## config.mk

```make
export PLATFORM = sky130hd
export DESIGN_NAME = text_mode_index_scanner_flat
export DESIGN_NICKNAME = d
export VERILOG_FILES = /design/src/rtl/text_mode_pkg.sv /design/src/rtl/text_mode_index_scanner_if.sv /design/src/rtl/text_mode_wrap_counter.sv /design/src/rtl/text_mode_index_scanner.sv /design/src/flat_wrapper.sv
export SDC_FILE = /design/constraint.sdc
export NUM_CORES = 1
export LEC_CHECK = 0
export CAP_MARGIN = 15
export CORE_ASPECT_RATIO = 0.75
export CORE_UTILIZATION = 41
export DETAILED_ROUTE_END_ITERATION = 6
export MAX_ROUTING_LAYER = met4
export PLACE_DENSITY = 0.7
export SKIP_LAST_GASP = 1
export SLEW_MARGIN = 25
export SYNTH_ARGS = -nofsm -noshare
export SYNTH_HDL_FRONTEND = slang
export SYNTH_HIERARCHICAL = 1
export SYNTH_SLANG_ARGS = --single-unit
```

## constraint.sdc

```tcl
create_clock -name clk_i -period 3.65 [get_ports clk_i]
set_input_delay 0.365 -clock clk_i [delete_from_list [all_inputs] [get_ports clk_i]]
set_output_delay 0.365 -clock clk_i [all_outputs]
set_load 0.02 [all_outputs]
```

## src/rtl/text_mode_pkg.sv

```systemverilog
// Shared definitions for the text-mode index scanner.
//
// Holds the default display/glyph geometry, the derivation functions for the
// character grid and field widths, and the output bundle typedef for the
// default geometry.
//
// Optional feature macro: TEXT_MODE_DOUBLE_SCAN_EN (vertical 2x scale; each
// glyph line is emitted on two consecutive scan lines).
package text_mode_pkg;

    localparam int unsigned H_RES_DEF   = 640;
    localparam int unsigned V_RES_DEF   = 480;
    localparam int unsigned GLYPH_W_DEF = 8;
    localparam int unsigned GLYPH_H_DEF = 16;

`ifdef TEXT_MODE_DOUBLE_SCAN_EN
    localparam int unsigned VSCALE = 2;
`else
    localparam int unsigned VSCALE = 1;
`endif

    // $clog2 that never returns 0, so a 1-entry range still gets a 1-bit field.
    function automatic int unsigned clog2_min1(input int unsigned v);
        return (v <= 1) ? 1 : int'($clog2(v));
    endfunction

    function automatic int unsigned calc_cols(input int unsigned h_res, input int unsigned glyph_w);
        return h_res / glyph_w;
    endfunction

    function automatic int unsigned calc_rows(input int unsigned v_res, input int unsigned glyph_h);
        return v_res / (glyph_h * VSCALE);
    endfunction

    function automatic int unsigned calc_idx_w(input int unsigned h_res, input int unsigned v_res,
                                               input int unsigned glyph_w,
                                               input int unsigned glyph_h);
        return clog2_min1(calc_cols(h_res, glyph_w) * calc_rows(v_res, glyph_h));
    endfunction

    function automatic int unsigned calc_gxy_w(input int unsigned glyph_w,
                                               input int unsigned glyph_h);
        return clog2_min1(glyph_w * glyph_h);
    endfunction

    localparam int unsigned DEF_IDX_W = calc_idx_w(H_RES_DEF, V_RES_DEF, GLYPH_W_DEF, GLYPH_H_DEF);
    localparam int unsigned DEF_GXY_W = calc_gxy_w(GLYPH_W_DEF, GLYPH_H_DEF);
    localparam int unsigned DEF_COL_W = clog2_min1(calc_cols(H_RES_DEF, GLYPH_W_DEF));
    localparam int unsigned DEF_ROW_W = clog2_min1(calc_rows(V_RES_DEF, GLYPH_H_DEF));

    // Output bundle at the default geometry.
    typedef struct packed {
        logic [DEF_IDX_W-1:0] char_idx;
        logic [DEF_GXY_W-1:0] glyph_xy;
        logic [DEF_COL_W-1:0] col;
        logic [DEF_ROW_W-1:0] row;
        logic                 eol;
        logic                 eof;
    } scan_out_t;

endpackage

```

## src/rtl/text_mode_index_scanner_if.sv

```systemverilog
// Pixel-in / index-out handshake bundle of the text-mode index scanner.
//
// Signals:
//   pix_valid_i  upstream offers next pixel
//   pix_ready_o  scanner accepts pixel this cycle
//   idx_valid_o  output fields valid
//   idx_ready_i  downstream accepts output
//   char_idx_o   character-cell linear index (row*COLS+col)
//   glyph_xy_o   pixel offset inside the glyph (gy*GLYPH_W+gx)
//   char_col_o   character column
//   char_row_o   character row
//   eol_o        output is last pixel of a line
//   eof_o        output is last pixel of the frame
// Modports: slave = scanner side, master = environment side.
interface text_mode_index_scanner_if #(
    parameter int unsigned IDX_W = 12,
    parameter int unsigned GXY_W = 7,
    parameter int unsigned COL_W = 7,
    parameter int unsigned ROW_W = 5
);
    logic             pix_valid_i;
    logic             pix_ready_o;
    logic             idx_valid_o;
    logic             idx_ready_i;
    logic [IDX_W-1:0] char_idx_o;
    logic [GXY_W-1:0] glyph_xy_o;
    logic [COL_W-1:0] char_col_o;
    logic [ROW_W-1:0] char_row_o;
    logic             eol_o;
    logic             eof_o;

    modport slave (
        input  pix_valid_i, idx_ready_i,
        output pix_ready_o, idx_valid_o, char_idx_o, glyph_xy_o, char_col_o, char_row_o,
               eol_o, eof_o
    );

    modport master (
        output pix_valid_i, idx_ready_i,
        input  pix_ready_o, idx_valid_o, char_idx_o, glyph_xy_o, char_col_o, char_row_o,
               eol_o, eof_o
    );
endinterface

```

## src/rtl/text_mode_wrap_counter.sv

```systemverilog
// Wrapping up-counter used for the scanner's gx/col/gy/row positions.
//
// Ports:
//   clk_i    clock
//   rst_i    asynchronous active-high reset (count -> 0)
//   en_i     advance by one this cycle
//   clr_i    synchronous clear, wins over en_i
//   max_i    last value before wrapping to 0
//   count_o  current count
//   wrap_o   count is at max_i (next advance wraps)
module text_mode_wrap_counter #(
    parameter int unsigned W = 4
) (
    input  logic         clk_i,
    input  logic         rst_i,
    input  logic         en_i,
    input  logic         clr_i,
    input  logic [W-1:0] max_i,
    output logic [W-1:0] count_o,
    output logic         wrap_o
);
    logic [W-1:0] count_q;

    assign wrap_o  = (count_q == max_i);
    assign count_o = count_q;

    always_ff @(posedge clk_i or posedge rst_i) begin
        if (rst_i) begin
            count_q <= '0;
        end else if (clr_i) begin
            count_q <= '0;
        end else if (en_i) begin
            count_q <= wrap_o ? '0 : count_q + 1'b1;
        end
    end
endmodule

```

## src/rtl/text_mode_index_scanner.sv

```systemverilog
// Text-mode index scanner: walks the active area in raster order, one pixel
// per accepted handshake, and emits the character-cell index plus the pixel
// offset inside the glyph. No multipliers: the index is row_base + col, with
// row_base accumulated in steps of COLS.
//
// Ports:
//   clk_i  clock
//   rst_i  asynchronous active-high reset
//   sof_i  synchronous start-of-frame restart; blocks acceptance that cycle
//   bus    text_mode_index_scanner_if.slave (pixel handshake in, index out)
//
// Optional feature macro: TEXT_MODE_DOUBLE_SCAN_EN (each glyph line spans two
// scan lines; glyph_xy uses gy>>1).
module text_mode_index_scanner
    import text_mode_pkg::*;
#(
    parameter int unsigned H_RES   = H_RES_DEF,
    parameter int unsigned V_RES   = V_RES_DEF,
    parameter int unsigned GLYPH_W = GLYPH_W_DEF,
    parameter int unsigned GLYPH_H = GLYPH_H_DEF
) (
    input logic                      clk_i,
    input logic                      rst_i,
    input logic                      sof_i,
    text_mode_index_scanner_if.slave bus
);
    localparam int unsigned COLS  = calc_cols(H_RES, GLYPH_W);
    localparam int unsigned ROWS  = calc_rows(V_RES, GLYPH_H);
    localparam int unsigned IDX_W = calc_idx_w(H_RES, V_RES, GLYPH_W, GLYPH_H);
    localparam int unsigned GXY_W = calc_gxy_w(GLYPH_W, GLYPH_H);
    localparam int unsigned COL_W = clog2_min1(COLS);
    localparam int unsigned ROW_W = clog2_min1(ROWS);
    localparam int unsigned GX_W  = $clog2(GLYPH_W);
    localparam int unsigned GYE_W = $clog2(GLYPH_H);
    localparam int unsigned GY_W  = $clog2(GLYPH_H * VSCALE);

    logic             pix_ready, accept;
    logic [GX_W-1:0]  gx;
    logic [COL_W-1:0] col;
    logic [GY_W-1:0]  gy;
    logic [GYE_W-1:0] gy_eff;
    logic [ROW_W-1:0] row;
    logic             gx_wrap, col_wrap, gy_wrap, row_wrap;
    logic             col_en, gy_en, row_en;
    logic [IDX_W-1:0] row_base_q;

    logic             idx_valid_q;
    logic [IDX_W-1:0] char_idx_q;
    logic [GXY_W-1:0] glyph_xy_q;
    logic [COL_W-1:0] col_q;
    logic [ROW_W-1:0] row_q;
    logic             eol_q, eof_q;

    assign pix_ready = !sof_i && (!idx_valid_q || bus.idx_ready_i);
    assign accept    = bus.pix_valid_i && pix_ready;

    // Carry chain: each stage advances when every lower stage wraps.
    assign col_en = accept && gx_wrap;
    assign gy_en  = col_en && col_wrap;
    assign row_en = gy_en && gy_wrap;

`ifdef TEXT_MODE_DOUBLE_SCAN_EN
    assign gy_eff = gy[GY_W-1:1];
`else
    assign gy_eff = gy;
`endif

    text_mode_wrap_counter #(.W(GX_W)) u_gx (
        .clk_i  (clk_i),
        .rst_i  (rst_i),
        .en_i   (accept),
        .clr_i  (sof_i),
        .max_i  (GX_W'(GLYPH_W - 1)),
        .count_o(gx),
        .wrap_o (gx_wrap)
    );

    text_mode_wrap_counter #(.W(COL_W)) u_col (
        .clk_i  (clk_i),
        .rst_i  (rst_i),
        .en_i   (col_en),
        .clr_i  (sof_i),
        .max_i  (COL_W'(COLS - 1)),
        .count_o(col),
        .wrap_o (col_wrap)
    );

    text_mode_wrap_counter #(.W(GY_W)) u_gy (
        .clk_i  (clk_i),
        .rst_i  (rst_i),
        .en_i   (gy_en),
        .clr_i  (sof_i),
        .max_i  (GY_W'(GLYPH_H * VSCALE - 1)),
        .count_o(gy),
        .wrap_o (gy_wrap)
    );

    text_mode_wrap_counter #(.W(ROW_W)) u_row (
        .clk_i  (clk_i),
        .rst_i  (rst_i),
        .en_i   (row_en),
        .clr_i  (sof_i),
        .max_i  (ROW_W'(ROWS - 1)),
        .count_o(row),
        .wrap_o (row_wrap)
    );

    // row_base tracks row*COLS; it restarts together with the row counter.
    always_ff @(posedge clk_i or posedge rst_i) begin
        if (rst_i) begin
            row_base_q <= '0;
        end else if (sof_i) begin
            row_base_q <= '0;
        end else if (row_en) begin
            row_base_q <= row_wrap ? '0 : row_base_q + IDX_W'(COLS);
        end
    end

    // Output register: describes the pixel just accepted (eol/eof included).
    always_ff @(posedge clk_i or posedge rst_i) begin
        if (rst_i) begin
            idx_valid_q <= 1'b0;
            char_idx_q  <= '0;
            glyph_xy_q  <= '0;
            col_q       <= '0;
            row_q       <= '0;
            eol_q       <= 1'b0;
            eof_q       <= 1'b0;
        end else if (sof_i) begin
            idx_valid_q <= 1'b0;
        end else if (accept) begin
            idx_valid_q <= 1'b1;
            char_idx_q  <= row_base_q + IDX_W'(col);
            glyph_xy_q  <= {gy_eff, gx};
            col_q       <= col;
            row_q       <= row;
            eol_q       <= gx_wrap && col_wrap;
            eof_q       <= gx_wrap && col_wrap && gy_wrap && row_wrap;
        end else if (bus.idx_ready_i) begin
            idx_valid_q <= 1'b0;
        end
    end

    assign bus.pix_ready_o = pix_ready;
    assign bus.idx_valid_o = idx_valid_q;
    assign bus.char_idx_o  = char_idx_q;
    assign bus.glyph_xy_o  = glyph_xy_q;
    assign bus.char_col_o  = col_q;
    assign bus.char_row_o  = row_q;
    assign bus.eol_o       = eol_q;
    assign bus.eof_o       = eof_q;
endmodule
```

## src/flat_wrapper.sv

```systemverilog
// flat-port wrapper written by rule: the top's interface ports become plain ports
module text_mode_index_scanner_flat import text_mode_pkg::*;
#(
    parameter int unsigned H_RES   = H_RES_DEF,
    parameter int unsigned V_RES   = V_RES_DEF,
    parameter int unsigned GLYPH_W = GLYPH_W_DEF,
    parameter int unsigned GLYPH_H = GLYPH_H_DEF
)
  (clk_i, rst_i, sof_i, bus_pix_valid_i, bus_idx_ready_i, bus_pix_ready_o, bus_idx_valid_o, bus_char_idx_o, bus_glyph_xy_o, bus_char_col_o, bus_char_row_o, bus_eol_o, bus_eof_o);
  text_mode_index_scanner_if bus_i ();
  input logic clk_i;
  input logic rst_i;
  input logic sof_i;
  input wire logic [$bits(bus_i.pix_valid_i)-1:0] bus_pix_valid_i;
  input wire logic [$bits(bus_i.idx_ready_i)-1:0] bus_idx_ready_i;
  output wire logic [$bits(bus_i.pix_ready_o)-1:0] bus_pix_ready_o;
  output wire logic [$bits(bus_i.idx_valid_o)-1:0] bus_idx_valid_o;
  output wire logic [$bits(bus_i.char_idx_o)-1:0] bus_char_idx_o;
  output wire logic [$bits(bus_i.glyph_xy_o)-1:0] bus_glyph_xy_o;
  output wire logic [$bits(bus_i.char_col_o)-1:0] bus_char_col_o;
  output wire logic [$bits(bus_i.char_row_o)-1:0] bus_char_row_o;
  output wire logic [$bits(bus_i.eol_o)-1:0] bus_eol_o;
  output wire logic [$bits(bus_i.eof_o)-1:0] bus_eof_o;
  assign bus_i.pix_valid_i = bus_pix_valid_i;
  assign bus_i.idx_ready_i = bus_idx_ready_i;
  assign bus_pix_ready_o = bus_i.pix_ready_o;
  assign bus_idx_valid_o = bus_i.idx_valid_o;
  assign bus_char_idx_o = bus_i.char_idx_o;
  assign bus_glyph_xy_o = bus_i.glyph_xy_o;
  assign bus_char_col_o = bus_i.char_col_o;
  assign bus_char_row_o = bus_i.char_row_o;
  assign bus_eol_o = bus_i.eol_o;
  assign bus_eof_o = bus_i.eof_o;
  text_mode_index_scanner #(.H_RES(H_RES), .V_RES(V_RES), .GLYPH_W(GLYPH_W), .GLYPH_H(GLYPH_H)) u_core (.clk_i(clk_i), .rst_i(rst_i), .sof_i(sof_i), .bus(bus_i));
endmodule
```

==> summary.txt <==
run metrics: Worst path slowest cell dfrtp_1, sequential share of cell area 36.9%, grt total ovfl 0, layout cells sized above 1 9.49%, WP data required 3.86 ns, initial core utilization 42.4%, I/O pin count 40, Largest stage delay, worst path 0.56 ns, Pwr Density 348 nW/um^2, n_taps 105, final net count 421, most common cell in the synthesized netlist nand2_1, chip area 8530 um^2, leakage power 0.00189 uW, Seq group 686 uW, yosys cell count 349, distinct lib cells 66, Reg area 1500 um^2, GRT busiest layer met2, vias in the first global route 2522, largest class logic gates, Max Clock Skew 0.00648 ns, R2R Path End u_core/u_row/count_o[0], clk root buf clkbuf_8, Rows 28, met2 WL 3060 um, crit path from u_core/u_col/count_o[2], CP Capture Type flop, DP Area 3860 um^2, Remaining DRCs 2, die x size 106 um, min Tclk post-route 2.58 ns, ys async rst share 100%, Commonest cells post-synth nand2_1 (83), dfrtp_1 (60), o21ai_0 (17), worst path cell trace xnor2_1 -> nand4_2 -> nor2_4 -> nand3_1 -> nor2_1 -> nor3b_1 -> o21ai_0 -> o311ai_0, cts repair resizes 0, Comb area share 43.2%, CP Capture Point u_core/u_row/count_o[0], antenna violations before repair 0, Setup violations, final 0, clock transition at the registers of the reported paths 0.06 ns, met1 Use GR 23.9%, hold_ws 0.346 ns, max_cap viols 0, path depth of the worst reg2reg path 8, nonclk inv count 14, sw frac 23.8%, most common cell after layout, fill and taps aside nand2_1, Die Y 80.2 um, status complete, but fails checks, largest power group sequential cells, Vias/cell 4.96, post-layout instance count excluding filler cells 516, fa+ha+maj area frac 3.37%, Highest Signal Layer met4, final worst-path cycle share 70.8%, Comb power 129 uW, Least-Margin Pin Slew 0.629 ns, internal power 1080 uW, post-route cell area 4070 um^2, Slew HR 57.9%, critical path's top delay family simple AND/OR/NAND/NOR gates, failing checks DRC, detailed placer's ending HPWL 4990 um, RSZ-0062 raised after global routing no
**I/O nets highlighted**

Scale: 4 px per um.
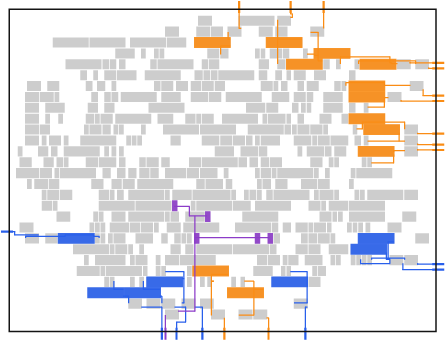
Blue is `bus_glyph_xy_o`, bits 7, direction output, end cells 7, wire 146 um. Purple is `rst_i`, bits 1, direction input, end cells 5, wire 60.6 um. Orange is `bus_char_idx_o`, bits 12, direction output, end cells 12, wire 214 um.

**The clock network**

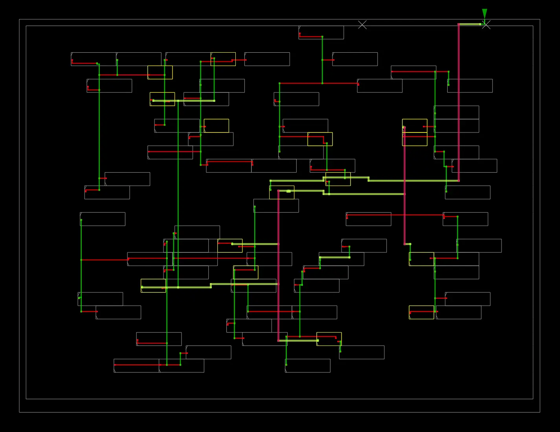
clk sink count: 60
TritonCTS Buffers: 9

**Clock network drawn from the DEF**

Scale: 4 px per um.
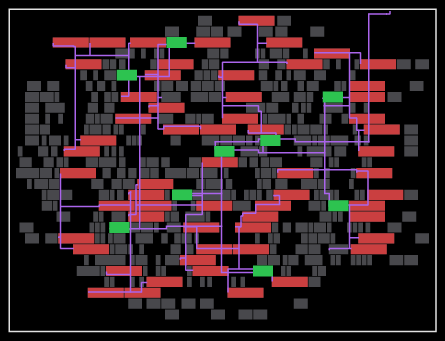
Purple is clock wires, length 820 um. Green is cells driving clock nets, count 9. Red is flip-flops, count 60.
There are 10 routed clock nets. Position of the flops: spread over the die.
Power Clock: 600 uW
Clock power frac: 42.4%

**M3 wires**

Scale: 4 px per um. Cells faint in the background.
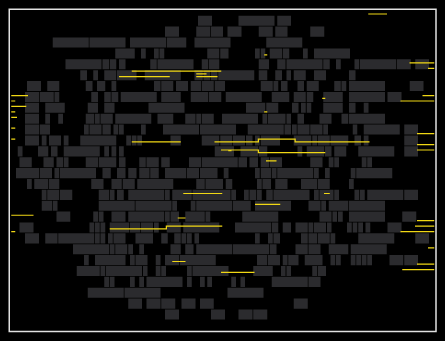
The layer holds 3.7% of the routed length. The longest straight run is 22.1 um. The wires run mostly horizontal. 32 nets have wire on it.

Power is estimated from default activity; no workload was simulated.
